`src/rtl/dmem_arbiter.sv`:
```
// Two-master round-robin arbiter for the single-port data memory, with a bounded master-1 lock
// and read-data return routing. Define DMEM_ARB_PERF_EN to add conflict/grant counters.
module dmem_arbiter #(
    parameter int ADDR_W   = 32,
    parameter int DATA_W   = 32,
    parameter int MEM_LAT  = 1,
    parameter int LOCK_MAX = 8
) (
    input  logic              clk,
    input  logic              reset,
    input  logic              m0_req,
    input  logic              m0_we,
    input  logic [ADDR_W-1:0] m0_addr,
    input  logic [DATA_W-1:0] m0_wdata,
    output logic              m0_gnt,
    output logic              m0_rvalid,
    output logic [DATA_W-1:0] m0_rdata,
    input  logic              m1_req,
    input  logic              m1_we,
    input  logic              m1_lock,
    input  logic [ADDR_W-1:0] m1_addr,
    input  logic [DATA_W-1:0] m1_wdata,
    output logic              m1_gnt,
    output logic              m1_rvalid,
    output logic [DATA_W-1:0] m1_rdata,
    output logic              mem_req,
    output logic              mem_we,
    output logic [ADDR_W-1:0] mem_addr,
    output logic [DATA_W-1:0] mem_wdata,
    input  logic [DATA_W-1:0] mem_rdata,
    output logic              busy
`ifdef DMEM_ARB_PERF_EN
    ,
    output logic [31:0]       conflict_cnt,
    output logic [31:0]       m1_grant_cnt
`endif
);
    typedef enum logic {PRIO_M0 = 1'b0, PRIO_M1 = 1'b1} prio_e;

    localparam logic [3:0] LOCK_LAST = 4'(LOCK_MAX - 1);

    prio_e              prio_q, prio_d;
    logic [3:0]         lock_cnt_q, lock_cnt_d;
    logic [MEM_LAT-1:0] pipe_valid_q, pipe_owner_q;
    logic               rvalid0_q, rvalid1_q;
    logic [DATA_W-1:0]  rdata0_q, rdata1_q;
    logic               tail_valid, tail_owner, rd_issue;

    always_comb begin
        m0_gnt = 1'b0;
        m1_gnt = 1'b0;
        if (m0_req && (!m1_req || prio_q == PRIO_M0)) begin
            m0_gnt = 1'b1;
        end else if (m1_req) begin
            m1_gnt = 1'b1;
        end
    end

    assign mem_req = m0_gnt | m1_gnt;

    always_comb begin
        mem_we    = 1'b0;
        mem_addr  = '0;
        mem_wdata = '0;
        if (m0_gnt) begin
            mem_we    = m0_we;
            mem_addr  = m0_addr;
            mem_wdata = m0_wdata;
        end else if (m1_gnt) begin
            mem_we    = m1_we;
            mem_addr  = m1_addr;
            mem_wdata = m1_wdata;
        end
    end

    // Locked master-1 grants keep priority; the counter only advances while master 0 is starved.
    always_comb begin
        prio_d     = prio_q;
        lock_cnt_d = lock_cnt_q;
        if (m0_gnt) begin
            prio_d     = PRIO_M1;
            lock_cnt_d = '0;
        end else if (m1_gnt) begin
            if (m1_lock && lock_cnt_q < LOCK_LAST) begin
                prio_d = PRIO_M1;
                if (m0_req) begin
                    lock_cnt_d = lock_cnt_q + 4'd1;
                end
            end else begin
                prio_d     = PRIO_M0;
                lock_cnt_d = '0;
            end
        end
    end

    always_ff @(posedge clk) begin
        if (reset) begin
            prio_q     <= PRIO_M0;
            lock_cnt_q <= '0;
        end else begin
            prio_q     <= prio_d;
            lock_cnt_q <= lock_cnt_d;
        end
    end

    assign rd_issue = mem_req & ~mem_we;

    always_ff @(posedge clk) begin
        if (reset) begin
            pipe_valid_q <= '0;
            pipe_owner_q <= '0;
        end else begin
            pipe_valid_q[0] <= rd_issue;
            pipe_owner_q[0] <= m1_gnt;
            for (int i = 1; i < MEM_LAT; i++) begin
                pipe_valid_q[i] <= pipe_valid_q[i-1];
                pipe_owner_q[i] <= pipe_owner_q[i-1];
            end
        end
    end

    assign tail_valid = pipe_valid_q[MEM_LAT-1];
    assign tail_owner = pipe_owner_q[MEM_LAT-1];

    always_ff @(posedge clk) begin
        if (reset) begin
            rvalid0_q <= 1'b0;
            rvalid1_q <= 1'b0;
            rdata0_q  <= '0;
            rdata1_q  <= '0;
        end else begin
            rvalid0_q <= tail_valid & ~tail_owner;
            rvalid1_q <= tail_valid & tail_owner;
            if (tail_valid && !tail_owner) begin
                rdata0_q <= mem_rdata;
            end
            if (tail_valid && tail_owner) begin
                rdata1_q <= mem_rdata;
            end
        end
    end

    assign m0_rvalid = rvalid0_q;
    assign m1_rvalid = rvalid1_q;
    assign m0_rdata  = rdata0_q;
    assign m1_rdata  = rdata1_q;
    assign busy      = m0_req | m1_req | (|pipe_valid_q);

`ifdef DMEM_ARB_PERF_EN
    logic [31:0] conflict_cnt_q, m1_grant_cnt_q;

    always_ff @(posedge clk) begin
        if (reset) begin
            conflict_cnt_q <= '0;
            m1_grant_cnt_q <= '0;
        end else begin
            if (m0_req && m1_req && conflict_cnt_q != '1) begin
                conflict_cnt_q <= conflict_cnt_q + 32'd1;
            end
            if (m1_gnt && m1_grant_cnt_q != '1) begin
                m1_grant_cnt_q <= m1_grant_cnt_q + 32'd1;
            end
        end
    end

    assign conflict_cnt = conflict_cnt_q;
    assign m1_grant_cnt = m1_grant_cnt_q;
`endif
endmodule

```
`config.mk`:
```
export PLATFORM = sky130hd
export DESIGN_NAME = dmem_arbiter
export DESIGN_NICKNAME = d
export VERILOG_FILES = /design/src/rtl/dmem_arbiter.sv
export SDC_FILE = /design/constraint.sdc
export NUM_CORES = 1
export LEC_CHECK = 0
export ABC_AREA = 1
export ABC_CLOCK_PERIOD_IN_PS = 1480
export CAP_MARGIN = 20
export CELL_PAD_IN_SITES_DETAIL_PLACEMENT = 1
export CELL_PAD_IN_SITES_GLOBAL_PLACEMENT = 1
export CORE_AREA = 2 2 100 175
export DETAILED_ROUTE_END_ITERATION = 8
export DIE_AREA = 0 0 102 177
export PLACE_DENSITY_LB_ADDON = 0.1
export SYNTH_ARGS = -nofsm -noshare
export SYNTH_HDL_FRONTEND = slang
export SYNTH_SLANG_ARGS = --single-unit
export TNS_END_PERCENT = 1
```
`constraint.sdc`:
```
create_clock -name clk -period 1.48 [get_ports clk]
set_input_delay 0.222 -clock clk [delete_from_list [all_inputs] [get_ports clk]]
set_output_delay 0.222 -clock clk [all_outputs]
set_load 0.02 [all_outputs]
```
==> images/final_congestion.png <==
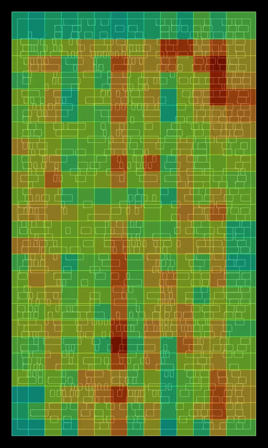
fin util: 43.8%
met3 Use GR: 8.61%
wire per inst: 20.9 um

==> images/met2.png <==
Scale bar: 20 um.
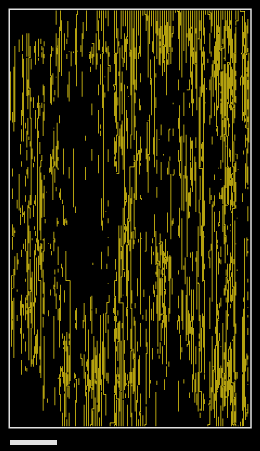
The longest straight run is 71.6 um. The wires run mostly vertical. The layer carries 10100 um of wire. The layer holds 50% of the routed length. 813 nets have wire on it.

==> images/registers.png <==
Scale bar: 20 um. Other sequential cells in the stronger grey, the rest of the logic in the fainter grey.
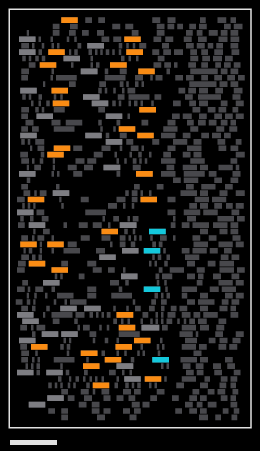
Cyan is lock_cnt_q, sequential cells 4. Orange is m1_rdata, sequential cells 32.

logic make-up after synthesis:
family	count (synthesis)	synth area share, %
AND/OR/NAND/NOR	164	19.2
AND-OR/OR-AND	134	28.2
flip-flops	73	44.7
buffers and inverters	48	7.54
adder cells (fa/ha/maj)	1	0.382
repair_timing:
action / in CTS / in global routing
buffers inserted: 5 / 0
endpoints found under the hold margin: 0 / 0
cloned: 3 / 1
setup endpoints to repair: 140 / 72
pin swaps: 6 / 7
gates resized: 330 / 25
stage by stage:
step / hold slack [ns] / std cells / worst slack, ns
finish: 0.470 / 965 / -0.400
detailed placement: 0.459 / 942 / -0.837
floorplan: 0.293 / 420 / 0.186
CTS: 0.467 / 963 / -0.459
global route: 0.510 / 965 / -0.447
global placement: 0.456 / 942 / -0.796
sequential cells by signal, indices dropped and copies added, names as in the netlist:
name	count
m0_rdata	32
prio_q	1
m0_rvalid	1
pipe_valid_q	1
lock_cnt_q	4
pipe_owner_q	1
m1_rvalid	1
m1_rdata	32
final cells by class:
type,count,area (sq um)
clock inverter,1,5.00
sequential,73,1460
clock buffer,12,246
timing repair buffer,338,3420
inverter,14,52.6
antenna,1,2.50
tap,227,284
multi-input combinational,299,1840
fill,1996,9400
synthesized netlist by cell type (all sizes together):
master,instances,area [sq um]
a21boi,1,11.3
a21oi,4,23.8
a22o,64,561
buf,25,160
clkbuf,9,33.8
dfxtp,73,1460
ha,1,12.5
inv,14,52.6
nand2,15,56.3
nand3,8,40.0
nor2,140,526
nor3,1,5.00
o211ai,1,7.51
o21ai,64,320
critical path, stage by stage, from the launching register on:
cell and delay (ns):
dfxtp_2 0.33, buf_6 0.10, a21oi_4 0.05, buf_12 0.14, buf_12 0.14, buf_12 0.14
a22o_4 0.27, buf_6 0.13
==> flow_summary_export.csv <==
group,metric,value,unit
setup_path,timing.rr.end,"lock_cnt_q[3]",
job,warnings,28,
setup_path,r2r-start,"prio_q",
status,status,"finished, violations left",
min_path,hold_depth,2,
clock_tree,cts_max_level,3,
drt,via_per_inst,4.51,
timing,final-hold-violation-count,0,
global_route,grt_max_degree,40,
power_and_ir_drop,pg_clk,1.94,mW
power_and_ir_drop,powerDensity,862,nW/um^2
floorplan,core_area,16700,sq um
placed_design,place_congestion,0.786,
clock_tree,cts_tree,"done",
power_and_ir_drop,power.leakage,3.37,nW
power_and_ir_drop,vdd_drop_max,0.000659,V
logic_synthesis,avgSynthCellArea,7.79,sq um
logic_synthesis,syn_inst,420,
drt,drt-met1-wl,7460,um
floorplan,die_h,177,um
logic_synthesis,synth_nets,588,
clock_tree,cts_buffers,9,
setup_path,critPathCapture,"mem_wdata[23]",
global_route,track_usage,21.5,%
logic_synthesis,syn-cell-area,3270,sq um
timing,fin_setup_tns,-20.84,ns
setup_path,reg2reg_slack,0.14,ns
floorplan,num_rows,63,
clock_tree,clk_pin_slew,0.06,ns
timing,finClkSkew,0.00667,ns
timing,rsz0062_at_grt,"yes",
timing,max-slew-margin-rel,57.0,%
setup_path,critPathLaunchType,"flop",
power_and_ir_drop,p_total,6.30,mW
floorplan,fp.dieW,102,um
status,violations,"setup timing",
final_layout,fin_area,7310,sq um
final_layout,lay_top_count,"clkdlybuf4s50_1",
global_route,grt_pass1_wl,28100,um
power_and_ir_drop,powerComb,2.23,mW
logic_synthesis,yosys_warnings,0,
logic_synthesis,ys_types,20,
floorplan,fp-utilization,19.6,%
final_layout,nNetsFinal,903,
logic_synthesis,ys_cells,420,
timing,final-setup-viol-count,67,
global_route,met2_usage,37.1,%
drt,drt-initial-drc-count,163,
placed_design,place_area,6600,sq um
setup_path,critPathLaunch,"prio_q",
clock_tree,clk_latency,0.33,ns
setup_path,rr_worst_depth,7,
power_and_ir_drop,combPwrFrac,35.3,%
timing,fin_crit,1.88,ns
timing,setup_ws,-0.400,ns
final_layout,final_cell_mix,"164 x clkdlybuf4s50_1, 138 x nor2_1, 72 x dfxtp_1",
drt,drc,0,
power_and_ir_drop,power_leader,"combinational cells",
drt,vias,4349,
clock_tree,clock-root-buffer,"clkbuf_16",
drt,wl_met3,2190,um
logic_synthesis,ys_area,3270,sq um
final_layout,drive_gt1_share,21.0,%
final_layout,area_growth,124,%
setup_path,crit_required,1.26,ns
timing,max_freq,0.532,GHz
min_path,hold_path_end,"lock_cnt_q[2]",
clock_tree,cts.path.max_buffers,2,
clock_tree,cts.sinks,73,
job,drv_cap,0,
global_route,antenna_found_initial,1,
timing,tightest_slew,0.643,ns
setup_path,critical_path.endpoint_type,"output pin",
drt,dr_wl_met2,10100,um
power_and_ir_drop,clkPwrFrac,30.8,%
drt,dr.pass1.iters,4,
global_route,grt_busiest_layer,"met2",
power_and_ir_drop,p_int,4.41,mW
floorplan,io_pins,302,
global_route,grt_pass1_vias,4577,
global_route,overflow,0,
setup_path,cp.arrival,1.66,ns
floorplan,die_area,18100,sq um
power_and_ir_drop,power.switching,1.89,mW
global_route,grtUsageMet1,23.4,%
timing,finalClockPeriodUsage,127,%
setup_path,worstPathMaxFanout,9,
timing,drv_slew,0,
drt,antenna_left,0,
setup_path,critPathKind,"flop to output pin",
